[config.mk]
export PLATFORM = sky130hd
export DESIGN_NAME = ps2_scan_rx
export DESIGN_NICKNAME = d
export VERILOG_FILES = /design/src/rtl/ps2_scan_rx.sv
export SDC_FILE = /design/constraint.sdc
export NUM_CORES = 1
export LEC_CHECK = 0
export CAP_MARGIN = 40
export CORE_AREA = 5 5 123 125
export DETAILED_ROUTE_END_ITERATION = 16
export DIE_AREA = 0 0 128 130
export PLACE_DENSITY = 0.45
export SYNTH_ARGS = -nofsm -noshare
export SYNTH_HDL_FRONTEND = slang
export SYNTH_SLANG_ARGS = --single-unit
export TNS_END_PERCENT = 5
[constraint.sdc]
create_clock -name clk -period 2.62 [get_ports clk]
set_input_delay 0.524 -clock clk [delete_from_list [all_inputs] [get_ports clk]]
set_output_delay 0.524 -clock clk [all_outputs]
set_load 0.03 [all_outputs]
[src/rtl/ps2_scan_rx.sv]
// PS/2 keyboard receiver: synchronises raw lines, deframes 11-bit frames, folds E0/F0 prefixes into flags and queues codes.
// Optional parity checking is enabled by defining PS2_PARITY_CHECK_EN; out_valid rises one clk after the stop-bit edge.
module ps2_scan_rx #(
  parameter int SYNC_STAGES    = 2,
  parameter int FIFO_DEPTH     = 4,
  parameter int TIMEOUT_CYCLES = 100000
) (
  input  logic       clk,
  input  logic       rst,
  input  logic       ps2_clk,
  input  logic       ps2_data,
  output logic [7:0] out_code,
  output logic       out_ext,
  output logic       out_brk,
  output logic       out_valid,
  input  logic       out_ready,
  output logic       err_pulse,
  output logic       ovf_pulse,
  output logic [7:0] err_count
);

  localparam int PW = $clog2(FIFO_DEPTH);
  localparam int CW = PW + 1;
  localparam int TW = $clog2(TIMEOUT_CYCLES + 1);

  localparam logic [1:0] IDLE   = 2'd0;
  localparam logic [1:0] DATA   = 2'd1;
  localparam logic [1:0] PARITY = 2'd2;
  localparam logic [1:0] STOP   = 2'd3;

  typedef struct packed {
    logic       ext;
    logic       brk;
    logic [7:0] code;
  } entry_t;

  logic [SYNC_STAGES-1:0] clk_sync;
  logic [SYNC_STAGES-1:0] dat_sync;
  logic                   fall;
  logic                   bit_in;

  logic [1:0]    state;
  logic [2:0]    bit_cnt;
  logic [7:0]    shift_reg;
  logic [TW-1:0] timer;
  logic          timeout;
  logic          parity_ok;
  logic          stop_ok;
  logic          frame_done;
  logic          frame_good;
  logic          frame_err;
  logic          is_e0;
  logic          is_f0;
  logic          push;

  logic          ext_pend;
  logic          brk_pend;

  entry_t        mem [FIFO_DEPTH];
  entry_t        head;
  logic [PW-1:0] wr_ptr;
  logic [PW-1:0] rd_ptr;
  logic [CW-1:0] count;
  logic          full;
  logic          pop;
  logic          push_ok;

  // Idle-high reset value keeps a released reset from looking like a falling edge.
  always_ff @(posedge clk or posedge rst) begin
    if (rst) begin
      clk_sync <= '1;
      dat_sync <= '1;
    end else begin
      clk_sync <= {clk_sync[SYNC_STAGES-2:0], ps2_clk};
      dat_sync <= {dat_sync[SYNC_STAGES-2:0], ps2_data};
    end
  end

  assign fall   = clk_sync[SYNC_STAGES-1] & ~clk_sync[SYNC_STAGES-2];
  assign bit_in = dat_sync[SYNC_STAGES-1];

  assign timeout = (state != IDLE) && !fall && (timer == TW'(TIMEOUT_CYCLES - 1));

`ifdef PS2_PARITY_CHECK_EN
  logic par_bit;

  always_ff @(posedge clk or posedge rst) begin
    if (rst) begin
      par_bit <= 1'b0;
    end else if (fall && state == PARITY) begin
      par_bit <= bit_in;
    end
  end

  assign parity_ok = ^{shift_reg, par_bit};
`else
  // The parity bit is still clocked through the PARITY state, its value is simply not judged.
  assign parity_ok = 1'b1;
`endif

  always_ff @(posedge clk or posedge rst) begin
    if (rst) begin
      state     <= IDLE;
      bit_cnt   <= 3'd0;
      shift_reg <= 8'd0;
      timer     <= '0;
    end else if (timeout) begin
      state <= IDLE;
      timer <= '0;
    end else if (fall) begin
      timer <= '0;
      case (state)
        IDLE: begin
          if (!bit_in) begin
            state   <= DATA;
            bit_cnt <= 3'd0;
          end
        end
        DATA: begin
          shift_reg <= {bit_in, shift_reg[7:1]};
          bit_cnt   <= bit_cnt + 3'd1;
          if (bit_cnt == 3'd7) state <= PARITY;
        end
        PARITY:  state <= STOP;
        STOP:    state <= IDLE;
        default: state <= IDLE;
      endcase
    end else if (state != IDLE) begin
      timer <= timer + 1'b1;
    end
  end

  assign stop_ok    = bit_in & parity_ok;
  assign frame_done = fall && (state == STOP);
  assign frame_good = frame_done & stop_ok;
  assign frame_err  = timeout | (frame_done & ~stop_ok);
  assign is_e0      = (shift_reg == 8'hE0);
  assign is_f0      = (shift_reg == 8'hF0);
  assign push       = frame_good & ~is_e0 & ~is_f0;

  always_ff @(posedge clk or posedge rst) begin
    if (rst) begin
      ext_pend  <= 1'b0;
      brk_pend  <= 1'b0;
      err_pulse <= 1'b0;
      err_count <= 8'd0;
    end else begin
      if (frame_good && is_e0) begin
        ext_pend <= 1'b1;
      end else if (frame_good && is_f0) begin
        brk_pend <= 1'b1;
      end else if (push) begin
        ext_pend <= 1'b0;
        brk_pend <= 1'b0;
      end
      err_pulse <= frame_err;
      if (frame_err && err_count != 8'hFF) err_count <= err_count + 8'd1;
    end
  end

  assign full    = (count == CW'(FIFO_DEPTH));
  assign pop     = out_valid & out_ready;
  // A full queue still accepts a push when the head leaves in the same cycle.
  assign push_ok = push & (~full | pop);

  always_ff @(posedge clk) begin
    if (push_ok) mem[wr_ptr] <= '{ext: ext_pend, brk: brk_pend, code: shift_reg};
  end

  always_ff @(posedge clk or posedge rst) begin
    if (rst) begin
      wr_ptr    <= '0;
      rd_ptr    <= '0;
      count     <= '0;
      ovf_pulse <= 1'b0;
    end else begin
      if (push_ok) wr_ptr <= wr_ptr + 1'b1;
      if (pop)     rd_ptr <= rd_ptr + 1'b1;
      case ({push_ok, pop})
        2'b10:   count <= count + 1'b1;
        2'b01:   count <= count - 1'b1;
        default: count <= count;
      endcase
      ovf_pulse <= push & full & ~pop;
    end
  end

  assign out_valid = (count != '0);
  assign head      = mem[rd_ptr];
  assign out_code  = out_valid ? head.code : 8'd0;
  assign out_ext   = out_valid & head.ext;
  assign out_brk   = out_valid & head.brk;

endmodule

### Cell outlines without signal wires, run 1

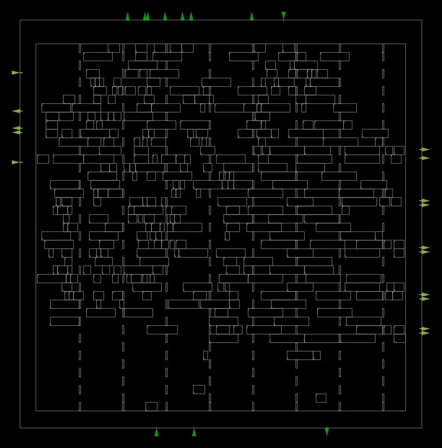
seq_cells: 93
Post-Layout Cell Count: 521
tap cells: 180

### Placement by cell class, run 1

(3 px per um)
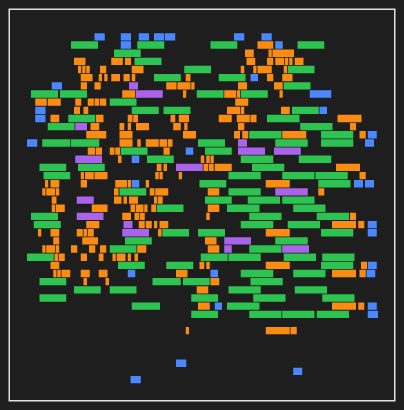
Key: other buffers and delay cells = blue [cells 35, share of their area 6.9%]; flops = green [cells 93, share of their area 54%]; clock drivers and dummy loads = purple [cells 16, share of their area 6.7%]; combinational and other logic = orange [cells 197, share of their area 33%]
post-route cell area: 0.00495 mm^2
Seq area share: 0.512

### Met1 routing, run 1

(4 px per um) Supply wires on this layer in gray. Cells faint in the background.
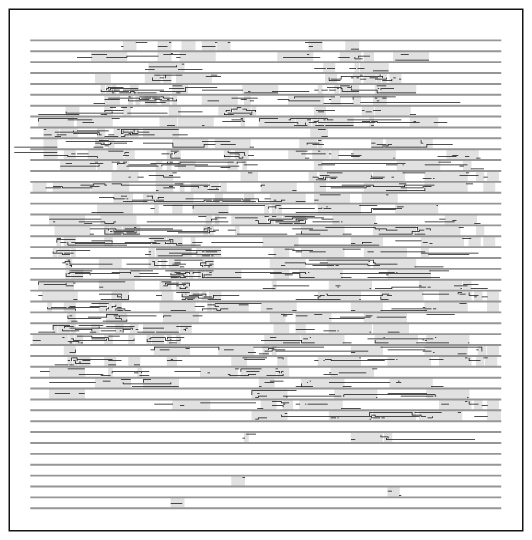
The longest straight run is 25.3 um. The layer carries 3,370 um of wire. The layer holds 45% of the routed length.
met1 usage: 0.122
final wirelength: 7.47 mm

==> impl_metrics.csv, run 1 <==
group,metric,value,unit
status,run_status,"finished clean",
pwr,peakVddDrop,0.370,mV
drt,wl_met3,235,um
clocking,cts_hold_repair.buffers,0,
finish,flop_area,0.00253,mm^2
global_routing,grt_max_degree,20,
finish,biggestRegsByFlops,"mem x40, timer x17",
yosys,top_cell_area_share,0.300,
clocking,clk_pin_slew,0.07,ns
sta,fmax,404,MHz
yosys,synthArstFlopShare,0.570,
critical_path,cp.buffers_inverters,1,
critical_path,worstPathArrival,1.95,ns
pwr,power_density,934,mW/mm^2
run,warnings,33,
sta,holdWs,0.358,ns
global_routing,grt_pass1_wl,12.8,mm
drt,drc,0,
hold_path,whs_path_depth,0,
finish,nets,356,
drt,first_pass_iters,4,
place,dp_slack,-0.293,ns
sta,tightest_slew,0.713,ns
global_routing,grt_overflow,0,
drt,vias,2349,
critical_path,rr_worst_depth,11,
floorplanning,fp_util,0.297,
hold_path,hold_class,"reg -> reg",
finish,nFillCells,1405,
place,io_buffers,25,
critical_path,crit_path_start_kind,"flip-flop",
yosys,ys_seq_frac,0.619,
drt,postRouteAntennaNets,0,
place,postPlaceCellArea,0.00463,mm^2
place,place_congestion,0.719,
drt,wl_met1,3.37,mm
yosys,yosysMostFrequentCell,"dfrtp_1",
critical_path,criticalPathCategory,"reg -> out",
place,dp.cells,505,
critical_path,crit_path_end_kind,"output port",
yosys,fp_nets,315,
run 1: final timing paths:
| path | end | slack (ns) |
|---|---|---|
| hold reg to reg | dat_sync[1] | 0.36 |
| max in group asynchronous | clk_sync[0] | 1.47 |
| setup / recovery | out_valid | 0.14 |
| setup reg to reg | count[2] | 0.25 |
| min in group asynchronous | shift_reg[5] | 0.49 |
| hold / removal | dat_sync[1] | 0.36 |
run 1: through the flow:
stage	power [mW]	TNS, ns
after floorplan	2.87	0
after global placement	3.36	-0.272
after detailed placement	3.38	-0.387
after CTS	4.69	0
after global routing	4.91	0
final	4.62	0
run 1: routing by layer:
layer | vias to the layer above | GRT usage
met5 | - | 0
met2 | 31 | 0.165
met3 | 8 | 0.0274
met1 | 1165 | 0.122
met4 | 0 | 0.0281
li1 | 1145 | -
run 1: power by group:
part           switching [mW]  internal [mW]
clock network           0.603          0.763
registers               0.182           1.76
logic                   0.709          0.600
run 1: layout by cell type, fill, tap and decap left out, types with 3 or more instances in the layout:
| master | count |
|---|---|
| mux2_2 | 10 |
| a21oi_1 | 8 |
| xor2_1 | 15 |
| ha_1 | 13 |
| nand3_1 | 7 |
| o21ai_0 | 8 |
| inv_1 | 12 |
| dfstp_2 | 4 |
| nand4_1 | 9 |
| and3_1 | 9 |
| nor2_1 | 21 |
| mux4_2 | 10 |
| edfxtp_1 | 40 |
| xnor2_1 | 7 |
| clkbuf_16 | 9 |
| nand2_1 | 21 |
| clkdlybuf4s50_1 | 15 |
| buf_4 | 9 |
| and2_1 | 15 |
| mux2_1 | 3 |
| dfrtp_1 | 49 |
| dlygate4sd2_1 | 10 |
run 1: layout make-up:
class	count	share of cell area
Tap cell	180	0.0455
Timing Repair Buffer	35	0.0658
Sequential cell	93	0.512
Multi-Input combinational cell	184	0.303
Inverter	13	0.00987
Clock buffer	9	0.0455
Clock inverter	7	0.0185
run 1: what timing repair did:
| action | in CTS | in global routing |
|---|---|---|
| gates resized | 10 | 4 |
| endpoints found under the setup margin | 10 | 1 |
| pin swaps | 0 | 1 |
| setup buffers | 0 | 0 |
run 1: cell families (layout without fill, tap and decap cells):
| family | after synthesis | count (layout) | synth area share |
|---|---|---|---|
| adders and majority gates | 15 | 15 | 0.0477 |
| DFF | 93 | 93 | 0.619 |
| buffers and inverters | 18 | 64 | 0.0196 |
| muxes | 24 | 24 | 0.0932 |
| xor gates and xnor gates | 22 | 22 | 0.0471 |
| and+or+nand+nor | 97 | 97 | 0.131 |
| AOI/OAI and AO/OA | 26 | 26 | 0.0428 |
==> run 2, diff against run 1 <==
Clock period 2.62 ns to 3 ns, I/O delays scaled along.
==> impl_metrics.csv, run 2 <==
group,metric,value,unit
finish,lay_top_count,"dfrtp_1",
critical_path,cp_top_family,"buffers and inverters",
global_routing,grt.met2_usage,0.161,
critical_path,r2r_setup_slack,0.48,ns
pwr,power_density,813,mW/mm^2
global_routing,grt_max_degree,22,
status,run_status,"finished clean",
clocking,cts_hold_repair.buffers,0,
critical_path,crit_path_end_kind,"output port",
hold_path,whs_path_depth,0,
global_routing,grt_use_met3,0.0287,
floorplanning,fp_util,0.297,
drt,drt_iter0_markers,128,
place,dp.cells,500,
yosys,ys_seq_frac,0.619,
sta,setup_viol,0,
yosys,ys_cells,295,
drt,postRouteAntennaNets,0,
critical_path,rr_worst_depth,10,
pwr,peakVddDrop,0.370,mV
critical_path,crit_path_start_kind,"flip-flop",
global_routing,grt_antenna_before_repair,0,
critical_path,slowest_delay,0.59,ns
drt,drc,0,
clocking,clk_pin_slew,0.07,ns
clocking,cts_setup_buffers,0,
clocking,cts_inserted_buffers,9,
hold_path,hold_class,"reg -> reg",
drt,vias,2335,
yosys,top_cell_area_share,0.300,
yosys,synthArstFlopShare,0.570,
finish,biggestRegsByFlops,"mem x40, timer x17",
clocking,cts-resized-gates,0,
critical_path,cp.buffers_inverters,2,
finish,lay_top_cells,"dfrtp_1 (49), edfxtp_1 (40), clkdlybuf4s50_1 (25)",
yosys,fp_nets,315,
global_routing,grt_overflow,0,
sta,fmax,356,MHz
global_routing,top_usage_layer,"met2",
floorplanning,io_pins,26,
yosys,synth-edff-count,40,
run,warnings,33,
global_routing,grtUsageMet1,0.117,
sta,holdWs,0.357,ns
place,io_buffers,25,
yosys,netlist_top_cells_count,"dfrtp_1 (49), edfxtp_1 (40), nand2_1 (21), nor2_1 (21)",
critical_path,criticalPathCategory,"reg -> out",
[run 2: logic make-up (layout without fill, tap and decap cells)]
| logic type | count (synthesis) | after routing | synth area share |
|---|---|---|---|
| flops | 93 | 93 | 0.619 |
| buf+inv | 18 | 59 | 0.0196 |
| simple gates | 97 | 97 | 0.131 |
| fa+ha+maj | 15 | 15 | 0.0477 |
| mux | 24 | 24 | 0.0932 |
| xor+xnor | 22 | 22 | 0.0471 |
| compound gates | 26 | 26 | 0.0428 |
[run 2: worst register-to-register path: stages, from the launching register on]
cell and delay (ns):
dfrtp_1 0.45, nand4b_1 0.22, o41ai_1 0.57, nor2b_1 0.13, inv_1 0.08, ha_1 0.16
inv_1 0.06, fa_1 0.37, xor2_1 0.15, nor2_1 0.11, xor2_1 0.15
[run 2: layout make-up]
class / instances / area, um^2
clock buffer: 11 / 233
clock inverter: 5 / 61.3
timing repair buffer: 30 / 288
multi-input combinational: 184 / 1480
tap: 180 / 225
fill: 1376 / 8900
inverter: 13 / 48.8
sequential: 93 / 2530
[run 2: per-layer routing]
layer  share of wire  up-vias
met2            0.50       32
met5               0        -
li1                -     1140
met4           0.013        0
met1            0.45     1155
met3           0.040        8
[run 2: metrics by stage]
stage	setup TNS (ns)	cell area, um^2	setup slack [ns]	power [mW]
after floorplan	0	4090	0.468	2.51
after global placement	0	4580	0.0544	2.88
after detailed placement	-0.0124	4580	-0.0124	2.90
after CTS	0	4870	0.142	4.04
after global routing	0	4870	0.0684	4.21
final	0	4870	0.193	3.96
[run 2: worst paths after layout]
kind	start	end
min in group asynchronous	rst	timer[14]
setup / recovery	rd_ptr[0]	out_code[2]
hold reg to reg	dat_sync[0]	dat_sync[1]
setup reg to reg	shift_reg[3]	count[2]
max in group asynchronous	rst	clk_sync[0]
hold / removal	dat_sync[0]	dat_sync[1]
[run 2: where the power goes]
group,total [mW],internal [mW],leakage (nW),switching (mW)
clock network,1.12,0.651,0.144,0.471
registers,1.73,1.54,1.07,0.194
logic,1.11,0.537,0.771,0.569
### Cell outlines without signal wires, run 2

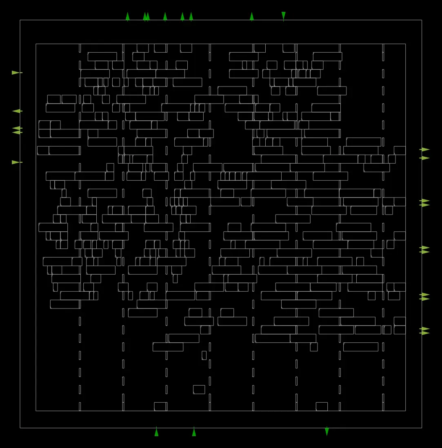
Core Util, Final: 0.354
Core Box Area: 0.0138 mm^2
Post-Layout Cell Count: 516
Seq area share: 0.520
# fillers: 1,376

==> run 3, diff against run 2 <==
Settings changed: CORE_AREA 5 5 123 125 to 5 5 97 99, DIE_AREA 0 0 128 130 to 0 0 102 104, PLACE_DENSITY 0.45 to 0.67, SLEW_MARGIN set to 30.
==> impl_metrics.csv, run 3 <==
group,metric,value,unit
critical_path,critPathMaxFanout,12,
hold_path,min_to,"dat_sync[1]",
drt,first_pass_iters,4,
critical_path,rr_worst_depth,12,
sta,setup_viol,0,
floorplanning,die_y,104,um
critical_path,worstPathArrival,2.22,ns
drt,postRouteAntennaNets,0,
place,place_congestion,0.787,
yosys,largest_area_cell,"dfrtp_1",
clocking,clk_pin_slew,0.09,ns
floorplanning,chipArea,0.0106,mm^2
status,run_status,"finished clean",
pwr,power_frac_clock,0.207,
yosys,ys_cells,295,
yosys,synth-edff-count,40,
global_routing,grt_pass1_wl,11.2,mm
finish,lay_top_count,"dfrtp_1",
sta,fin_ws,0.178,ns
yosys,ys_seq_elements,93,
hold_path,hold_class,"reg -> reg",
finish,nFillCells,707,
place,io_buffers,25,
yosys,yosysMostFrequentCell,"dfrtp_1",
sta,fin_tns_setup,0,ns
clocking,cts_setup_buffers,0,
finish,fin_util,0.551,
yosys,top_cell_area_share,0.300,
critical_path,r2r_end,"count[2]",
run,cap_viol_max_count,0,
pwr,intPower,2.38,mW
critical_path,crit_path_end_kind,"output port",
finish,nets,352,
clocking,cts_tree,"done",
yosys,synth_area,0.00409,mm^2
yosys,yosysWarnings,0,
drt,vias_per_cell,5.20,
drt,vias,2314,
pwr,share_seq_of_total_power,0.484,
global_routing,grtUsageTotal,0.135,
global_routing,grt_max_degree,20,
yosys,yosys_area,0.00409,mm^2
yosys,netlist_top_cells_count,"dfrtp_1 (49), edfxtp_1 (40), nand2_1 (21), nor2_1 (21)",
run,warnings,33,
clocking,worst_skew_pair.late_latency,0.35,ns
clocking,clock_path_buffers,2,
pwr,combPwrFrac,0.309,
yosys,fp_nets,315,
clocking,cts-resized-gates,0,
pwr,power_density,766,mW/mm^2
finish,biggestRegsByFlops,"mem x40, timer x17",
hold_path,hp-start,"dat_sync[0]",
pwr,p_leak,1.94,nW
sta,hold_viol_final,0,
finish,diodes,0,
clocking,cts_inserted_buffers,9,
floorplanning,fp_util,0.484,
drt,totalWireLength,6.46,mm
place,dp_slack,0.0494,ns
sta,fmax,354,MHz
drt,drc,0,
hold_path,whs_path_depth,0,
yosys,synthArstFlopShare,0.570,
critical_path,r2r_setup_slack,0.54,ns
critical_path,criticalPathCategory,"reg -> out",
clocking,cts-root-buf,"clkbuf_8",
pwr,peakVddDrop,0.345,mV
critical_path,crit_path_start_kind,"flip-flop",
clocking,cts-htree-levels,3,
finish,largest_reg_flops,40,
finish,lay_top_cells,"dfrtp_1 (49), edfxtp_1 (40), clkdlybuf4s50_1 (25)",
pwr,switching_share,0.334,
sta,tightest_slew,0.641,ns
global_routing,grt_overflow,0,
global_routing,grt_pass1_vias,2317,
drt,drt_iter0_markers,62,
yosys,ys_seq_frac,0.619,
critical_path,r2r_start,"clk_sync[0]",
floorplanning,io_pins,26,
pwr,p_sw,1.20,mW
global_routing,grt_antenna_before_repair,0,
critical_path,cp.required,2.40,ns
yosys,topCellsByArea,"dfrtp_1 (30%), edfxtp_1 (29%), mux4_2 (5.5%)",
clocking,cts_hold_repair.buffers,0,
==> run 3: metal layers <==
layer | GRT usage | wire length, um | vias up
met5 | 0 | 0 | -
met4 | 0.0647 | 132 | 0
met3 | 0.0288 | 194 | 10
met2 | 0.212 | 3150 | 29
met1 | 0.176 | 2990 | 1136
li1 | - | - | 1139
==> run 3: metrics by stage <==
step	total power, mW	cells	instance area [um^2]	hold slack [ns]
3_5_place_dp	2.88	429	4490	0.347
6_report	3.58	445	4670	0.359
2_1_floorplan	2.51	295	4090	0.345
4_1_cts	3.63	445	4670	0.360
5_1_grt	3.80	445	4670	0.362
3_3_place_gp	2.85	429	4490	0.347
==> run 3: final cells by class <==
cell class | instances | area, um^2 | share of cell area
multi-input cells | 184 | 1480 | 0.317
flip-flops and latches | 93 | 2530 | 0.542
inverters | 13 | 48.8 | 0.0105
well taps | 108 | 135 | 0.0289
clock buffers | 9 | 124 | 0.0265
clock inverters | 7 | 51.3 | 0.0110
repair buffers | 31 | 295 | 0.0633
==> run 3: worst max-delay path by stage <==
stage               from  depth (start not counted)          end
3_3_place_gp   out_ready                         10     count[2]
3_5_place_dp   out_ready                         10     count[2]
4_1_cts        rd_ptr[0]                          4  out_code[6]
6_report       rd_ptr[0]                          4  out_code[6]
5_1_grt        rd_ptr[0]                          4  out_code[6]
2_1_floorplan  out_ready                          9     count[2]
==> run 3: worst max-delay path, cell delays in order, from the launching register on <==
cell             delay [ns]
dfrtp_1                0.33
buf_4                  0.25
mux4_2                 0.54
and2_1                 0.17
clkdlybuf4s50_1        0.58
==> run 3: kinds of logic after synthesis <==
family	Yosys count	synth area share
and+or+nand+nor	97	0.131
buffers and inverters	18	0.0196
AOI/OAI and AO/OA	26	0.0428
xor gates and xnor gates	22	0.0471
muxes	24	0.0932
adders and majority gates	15	0.0477
DFF	93	0.619
==> run 3: power groups by stage <==
stage	sequential (mW)	combinational, mW	clock (mW)
after global routing	1.76	1.22	0.821
after detailed placement	1.76	1.13	0
after floorplan	1.70	0.807	0
final	1.73	1.10	0.740
after CTS	1.73	1.13	0.767
after global placement	1.75	1.10	0
### Cell outlines without signal wires, run 3

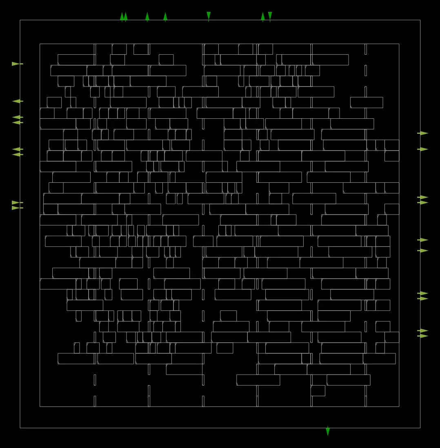
Site Rows: 34
Core Box Area: 0.00847 mm^2

Power and IR drop assume default switching activity.
